## config.mk

```make
export PLATFORM = sky130hd
export DESIGN_NAME = ibex_div_iter
export DESIGN_NICKNAME = d
export VERILOG_FILES = /design/src/rtl/ibex_div_iter_pkg.sv /design/src/rtl/ibex_div_step.sv /design/src/rtl/ibex_div_iter.sv
export SDC_FILE = /design/constraint.sdc
export NUM_CORES = 1
export LEC_CHECK = 0
export CAP_MARGIN = 0
export CELL_PAD_IN_SITES_DETAIL_PLACEMENT = 0
export CELL_PAD_IN_SITES_GLOBAL_PLACEMENT = 1
export CORE_MARGIN = 2
export CORE_UTILIZATION = 46
export CTS_CLUSTER_DIAMETER = 30
export DETAILED_ROUTE_END_ITERATION = 6
export PLACE_DENSITY_LB_ADDON = 0.3
export SYNTH_ARGS = -nofsm -noshare
export SYNTH_HDL_FRONTEND = slang
export SYNTH_HIERARCHICAL = 1
export SYNTH_SLANG_ARGS = --single-unit
```

## constraint.sdc

```tcl
create_clock -name clk_i -period 6.83 [get_ports clk_i]
set_input_delay 1.0245 -clock clk_i [delete_from_list [all_inputs] [get_ports clk_i]]
set_output_delay 1.0245 -clock clk_i [all_outputs]
set_load 0.02 [all_outputs]
```

## src/rtl/ibex_div_iter_pkg.sv

```systemverilog
// ----------------------------------------------------------------------------
// ibex_div_iter_pkg
// Shared types and helpers for the iterative divider.
//   div_op_e    : operation encoding on op_i (DIV=0, DIVU=1, REM=2, REMU=3)
//   div_state_e : divider control states
//   op_is_signed / op_is_rem : decode helpers used at accept and in FIX
// ----------------------------------------------------------------------------
package ibex_div_iter_pkg;

    typedef enum logic [1:0] {
        DIV_OP_DIV  = 2'd0,
        DIV_OP_DIVU = 2'd1,
        DIV_OP_REM  = 2'd2,
        DIV_OP_REMU = 2'd3
    } div_op_e;

    typedef enum logic [1:0] {
        DIV_IDLE = 2'd0,
        DIV_CALC = 2'd1,
        DIV_FIX  = 2'd2,
        DIV_DONE = 2'd3
    } div_state_e;

    function automatic logic op_is_signed(input div_op_e op);
        return (op == DIV_OP_DIV) || (op == DIV_OP_REM);
    endfunction

    function automatic logic op_is_rem(input div_op_e op);
        return (op == DIV_OP_REM) || (op == DIV_OP_REMU);
    endfunction

endpackage

```

## src/rtl/ibex_div_step.sv

```systemverilog
// ----------------------------------------------------------------------------
// ibex_div_step
// One combinational restoring-division step: shift the next dividend bit into
// the partial remainder, subtract the divisor if it fits.
//   rem_i          [Width:0]   partial remainder in
//   divisor_i      [Width-1:0] divisor magnitude
//   dividend_bit_i             next dividend bit (MSB first)
//   rem_o          [Width:0]   partial remainder out
//   quot_bit_o                 quotient bit produced by this step
// ----------------------------------------------------------------------------
module ibex_div_step #(
    parameter int unsigned Width = 32
) (
    input  logic [Width:0]   rem_i,
    input  logic [Width-1:0] divisor_i,
    input  logic             dividend_bit_i,
    output logic [Width:0]   rem_o,
    output logic             quot_bit_o
);

    logic [Width:0] shifted;
    logic [Width:0] diff;

    assign shifted = {rem_i[Width-1:0], dividend_bit_i};
    assign diff    = shifted - {1'b0, divisor_i};

    // A set top bit means the true shifted value exceeds any Width-bit divisor.
    assign quot_bit_o = rem_i[Width] | (shifted >= {1'b0, divisor_i});
    assign rem_o      = quot_bit_o ? diff : shifted;

endmodule

```

## src/rtl/ibex_div_iter.sv

```systemverilog
// ----------------------------------------------------------------------------
// ibex_div_iter
// Iterative signed/unsigned restoring divider with valid/ready handshakes.
// BitsPerCycle quotient bits are retired per CALC cycle.
// Optional macro IBEX_DIV_EARLY_TERM_EN: when defined, |a| < |b| finishes
// straight from IDLE to DONE (quotient 0, remainder = dividend).
//   clk_i, rst_ni        clock, synchronous active-low reset
//   in_valid_i/in_ready_o request handshake (ready only in IDLE)
//   op_i, op_a_i, op_b_i operation, dividend, divisor
//   kill_i               flush any in-flight operation
//   out_valid_o/out_ready_i result handshake
//   result_o             quotient or remainder
//   busy_o               state != IDLE
// ----------------------------------------------------------------------------
module ibex_div_iter
    import ibex_div_iter_pkg::*;
#(
    parameter int unsigned Width        = 32,
    parameter int unsigned BitsPerCycle = 1
) (
    input  logic             clk_i,
    input  logic             rst_ni,
    input  logic             in_valid_i,
    output logic             in_ready_o,
    input  div_op_e          op_i,
    input  logic [Width-1:0] op_a_i,
    input  logic [Width-1:0] op_b_i,
    input  logic             kill_i,
    output logic             out_valid_o,
    input  logic             out_ready_i,
    output logic [Width-1:0] result_o,
    output logic             busy_o
);

    localparam int unsigned      NumIter = Width / BitsPerCycle;
    localparam int unsigned      CntW    = $clog2(NumIter);
    localparam logic [CntW-1:0]  CntInit = CntW'(NumIter - 1);
    localparam logic [Width-1:0] MinNeg  = {1'b1, {(Width-1){1'b0}}};

    if ((BitsPerCycle != 1 && BitsPerCycle != 2) || (Width % BitsPerCycle) != 0 ||
        (Width % 2) != 0 || Width < 8) begin : g_param_check
        $error("ibex_div_iter: illegal Width/BitsPerCycle combination");
    end

    div_state_e       state_q, state_d;
    div_op_e          op_q, op_d;
    logic             neg_quot_q, neg_quot_d;
    logic             neg_rem_q, neg_rem_d;
    logic [Width:0]   rem_q, rem_d;
    logic [Width-1:0] quot_q, quot_d;
    logic [Width-1:0] divisor_q, divisor_d;
    logic [CntW-1:0]  cnt_q, cnt_d;
    logic [Width-1:0] result_q, result_d;

    // Accept-time operand conditioning.
    logic             a_sign, b_sign;
    logic [Width-1:0] a_abs, b_abs;
    logic             div_zero, sgn_ovf, accept;
    logic [Width-1:0] fix_sel;

    assign a_sign   = op_is_signed(op_i) & op_a_i[Width-1];
    assign b_sign   = op_is_signed(op_i) & op_b_i[Width-1];
    assign a_abs    = a_sign ? -op_a_i : op_a_i;
    assign b_abs    = b_sign ? -op_b_i : op_b_i;
    assign div_zero = (op_b_i == '0);
    assign sgn_ovf  = op_is_signed(op_i) && (op_a_i == MinNeg) && (op_b_i == '1);
    assign accept   = in_valid_i & in_ready_o & ~kill_i;

    // Shift-subtract chain; step 0 consumes the current dividend MSB.
    logic [Width:0]          rem_chain [BitsPerCycle+1];
    logic [BitsPerCycle-1:0] quot_bits;

    assign rem_chain[0] = rem_q;

    for (genvar k = 0; k < BitsPerCycle; k++) begin : g_step
        ibex_div_step #(.Width(Width)) u_step (
            .rem_i         (rem_chain[k]),
            .divisor_i     (divisor_q),
            .dividend_bit_i(quot_q[Width-1-k]),
            .rem_o         (rem_chain[k+1]),
            .quot_bit_o    (quot_bits[BitsPerCycle-1-k])
        );
    end

    assign fix_sel = op_is_rem(op_q) ? rem_q[Width-1:0] : quot_q;

    always_comb begin
        // NOTE: every _d gets its hold value first, so no path through the
        // case statement can leave a signal unassigned and infer a latch.
        state_d    = state_q;
        op_d       = op_q;
        neg_quot_d = neg_quot_q;
        neg_rem_d  = neg_rem_q;
        rem_d      = rem_q;
        quot_d     = quot_q;
        divisor_d  = divisor_q;
        cnt_d      = cnt_q;
        result_d   = result_q;

        if (kill_i) begin
            state_d = DIV_IDLE;
        end else begin
            unique case (state_q)
                DIV_IDLE: begin
                    if (accept) begin
                        op_d       = op_i;
                        divisor_d  = b_abs;
                        quot_d     = a_abs;
                        rem_d      = '0;
                        cnt_d      = CntInit;
                        neg_quot_d = a_sign ^ b_sign;
                        neg_rem_d  = a_sign;
                        state_d    = DIV_CALC;
                        if (div_zero) begin
                            result_d = op_is_rem(op_i) ? op_a_i : '1;
                            state_d  = DIV_DONE;
                        end else if (sgn_ovf) begin
                            result_d = op_is_rem(op_i) ? '0 : MinNeg;
                            state_d  = DIV_DONE;
                        end
`ifdef IBEX_DIV_EARLY_TERM_EN
                        else if (a_abs < b_abs) begin
                            result_d = op_is_rem(op_i) ? op_a_i : '0;
                            state_d  = DIV_DONE;
                        end
`endif
                    end
                end
                DIV_CALC: begin
                    rem_d  = rem_chain[BitsPerCycle];
                    quot_d = {quot_q[Width-1-BitsPerCycle:0], quot_bits};
                    if (cnt_q == '0) begin
                        state_d = DIV_FIX;
                    end else begin
                        cnt_d = cnt_q - 1'b1;
                    end
                end
                DIV_FIX: begin
                    if (op_is_signed(op_q) && (op_is_rem(op_q) ? neg_rem_q : neg_quot_q)) begin
                        result_d = -fix_sel;
                    end else begin
                        result_d = fix_sel;
                    end
                    state_d = DIV_DONE;
                end
                DIV_DONE: begin
                    if (out_ready_i) begin
                        state_d = DIV_IDLE;
                    end
                end
                default: state_d = DIV_IDLE;
            endcase
        end
    end

    // NOTE: state is updated with non-blocking assignments so every flop
    // samples the pre-edge value of the others; reset is synchronous here.
    always_ff @(posedge clk_i) begin
        if (!rst_ni) begin
            state_q    <= DIV_IDLE;
            op_q       <= DIV_OP_DIV;
            neg_quot_q <= 1'b0;
            neg_rem_q  <= 1'b0;
            rem_q      <= '0;
            quot_q     <= '0;
            divisor_q  <= '0;
            cnt_q      <= '0;
            result_q   <= '0;
        end else begin
            state_q    <= state_d;
            op_q       <= op_d;
            neg_quot_q <= neg_quot_d;
            neg_rem_q  <= neg_rem_d;
            rem_q      <= rem_d;
            quot_q     <= quot_d;
            divisor_q  <= divisor_d;
            cnt_q      <= cnt_d;
            result_q   <= result_d;
        end
    end

    assign in_ready_o  = (state_q == DIV_IDLE);
    assign busy_o      = (state_q != DIV_IDLE);
    assign out_valid_o = (state_q == DIV_DONE);
    assign result_o    = result_q;

endmodule

```

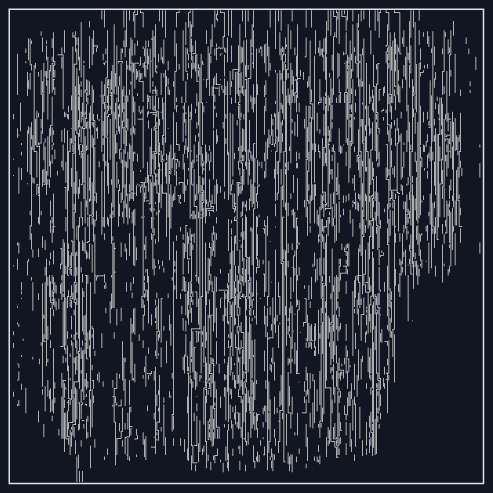
met2.png
Scale: 3 px per um.
- longest straight run: 83.3 um
- main direction: vertical

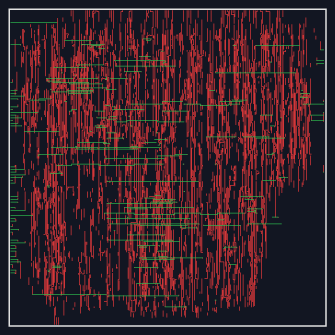
metal_stack.png
Scale: 2 px per um. Only two layers are drawn.
- red: met2 (wire length 15100 um)
- green: met3 (wire length 1780 um)

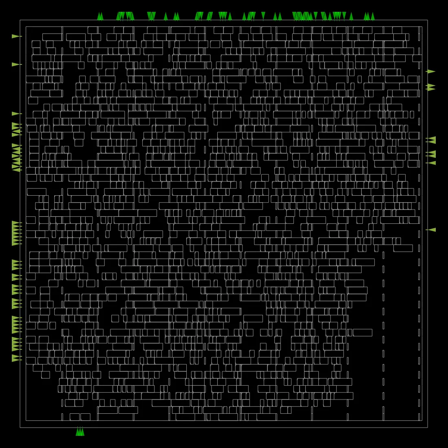
final_placement.png
Tapcell Cnt: 319
Seq/total area: 22.4%

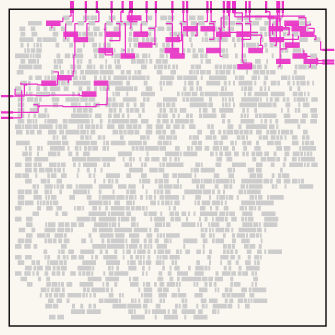
port_nets.png
Scale: 2 px per um.
- magenta: result_o (bits 32; direction output; end cells 32; buffers 32; wire 913 um)

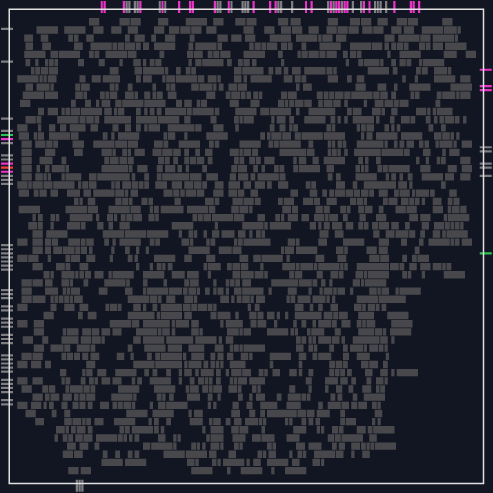
pins.png
Scale: 3 px per um. Pins as bars across the die edge, other pins in gray.
- red: in_valid_i (pins 1; direction input; edge left)
- green: op_i (pins 2; direction input; edge 1 left, 1 right)
- magenta: result_o (pins 32; direction output; edge 26 top, 3 right, 3 left)
- all pins by edge: 50 top, 44 left, 9 right, 3 bottom
port buffer count: 105
Die W: 158 um
Die Span Y: 158 um

==> reports/qor.csv <==
stage;metric;value;unit
synth;Simple-Gate Fraction of Synth Area;23.1;%
clock_tree;root buf cell;clkbuf_16;
detailed_routing;Routed Antenna Nets;0;
synth;top cell type's share of synthesized area;25.8;%
power_and_ir_drop;comb pwr;0.518;mW
synth;Multiplexer share;4.67;%
detailed_routing;WL met2;15100;um
power_and_ir_drop;Top power group;clock;
synth;Yosys top cell by instances;dfxtp_1;
worst_setup_path;crit path max fanout;62;
floorplanning;fp util;46.5;%
clock_tree;H-tree Lvls;4;
worst_setup_path;CP dominant cell by count;nand3_1;
global_routing;met2 usage;42.8;%
cells_and_area;# diodes;0;
synth;Synth async-reset ratio;0;%
clock_tree;CTS Buf Count;17;
cells_and_area;comb. cell area;7350;um2
min_path;end point of the worst hold path;divisor_q[29];
worst_setup_path;Critical Path Source Type;primary input;
worst_setup_path;crit path cell chain;clkdlybuf4s50_1, or4_1, nor2_1, nand3_1, nor4_2, a311o_2, nand3_1, o22ai_1;
timing;worst relative slew slack;25.5;%
synth;top cells, area;dfxtp_1 (26%), xnor2_1 (5.6%), o21ai_0 (5.4%);
timing;worst slew pin tran;1.12;ns
worst_setup_path;reg2reg path depth;12;
min_path;hold depth;2;
global_routing;GRT met3 Usage;3.64;%
detailed_routing;DR vias;10600;
cells_and_area;Final Cell Area;12500;um2
synth;Yosys reg bits;140;
global_routing;initial antenna violation count;0;
cells_and_area;combinational fraction of the cell area;58.6;%
worst_setup_path;reg2reg start;rem_q[11];
min_path;hold wc startpoint;divisor_q[29];
worst_setup_path;Critical Path End Type;flop;
synth;distinct lib cells;90;
flow_run;max_cap viols;0;
cells_and_area;number of non-clock buffers;118;
timing;fmax;244;MHz
synth;yosys xor share;8.88;%
clock_tree;Num Clock Sinks;140;
worst_setup_path;critical setup path kind;in -> reg;
detailed_routing;met1 WL;15400;um
synth;yosys adder share;5.03;%
cells_and_area;final core utilization;53.8;%
worst_setup_path;CP endpoint;result_o[11];
cells_and_area;FF/Latch Area;2800;um2
place;Final GP Congestion;0.891;
synth;dominant cell type by area after synthesis;dfxtp_1;
worst_setup_path;WP data required;7.17;ns
cells_and_area;Flops;140;
detailed_routing;Residual DRC;0;
clock_tree;Clock Tree Buf Depth;2;
synth;Top logic family;AND-OR/OR-AND gates;
outcome;outcome;completed;
cells_and_area;clock buffer count;19;
synth;synthesized area;10900;um2
synth;Synth Area per Inst;7.59;um2
global_routing;GRT met1 Usage;37.5;%
clock_tree;cts repair resizes;0;
global_routing;total grt overflow;0;
worst_setup_path;Slowest cell on crit path;a311o_2;
power_and_ir_drop;static leakage power;4.55;nW
power_and_ir_drop;Switch Pwr;0.729;mW
power_and_ir_drop;Internal Dissipation;1.65;mW
cells_and_area;Non-clk invs;64;
detailed_routing;DRT Pass-1 Iters;5;
global_routing;largest net degree at the start of global routing;68;
power_and_ir_drop;clock power share;41.0;%
Power is estimated from default activity; no workload was simulated.
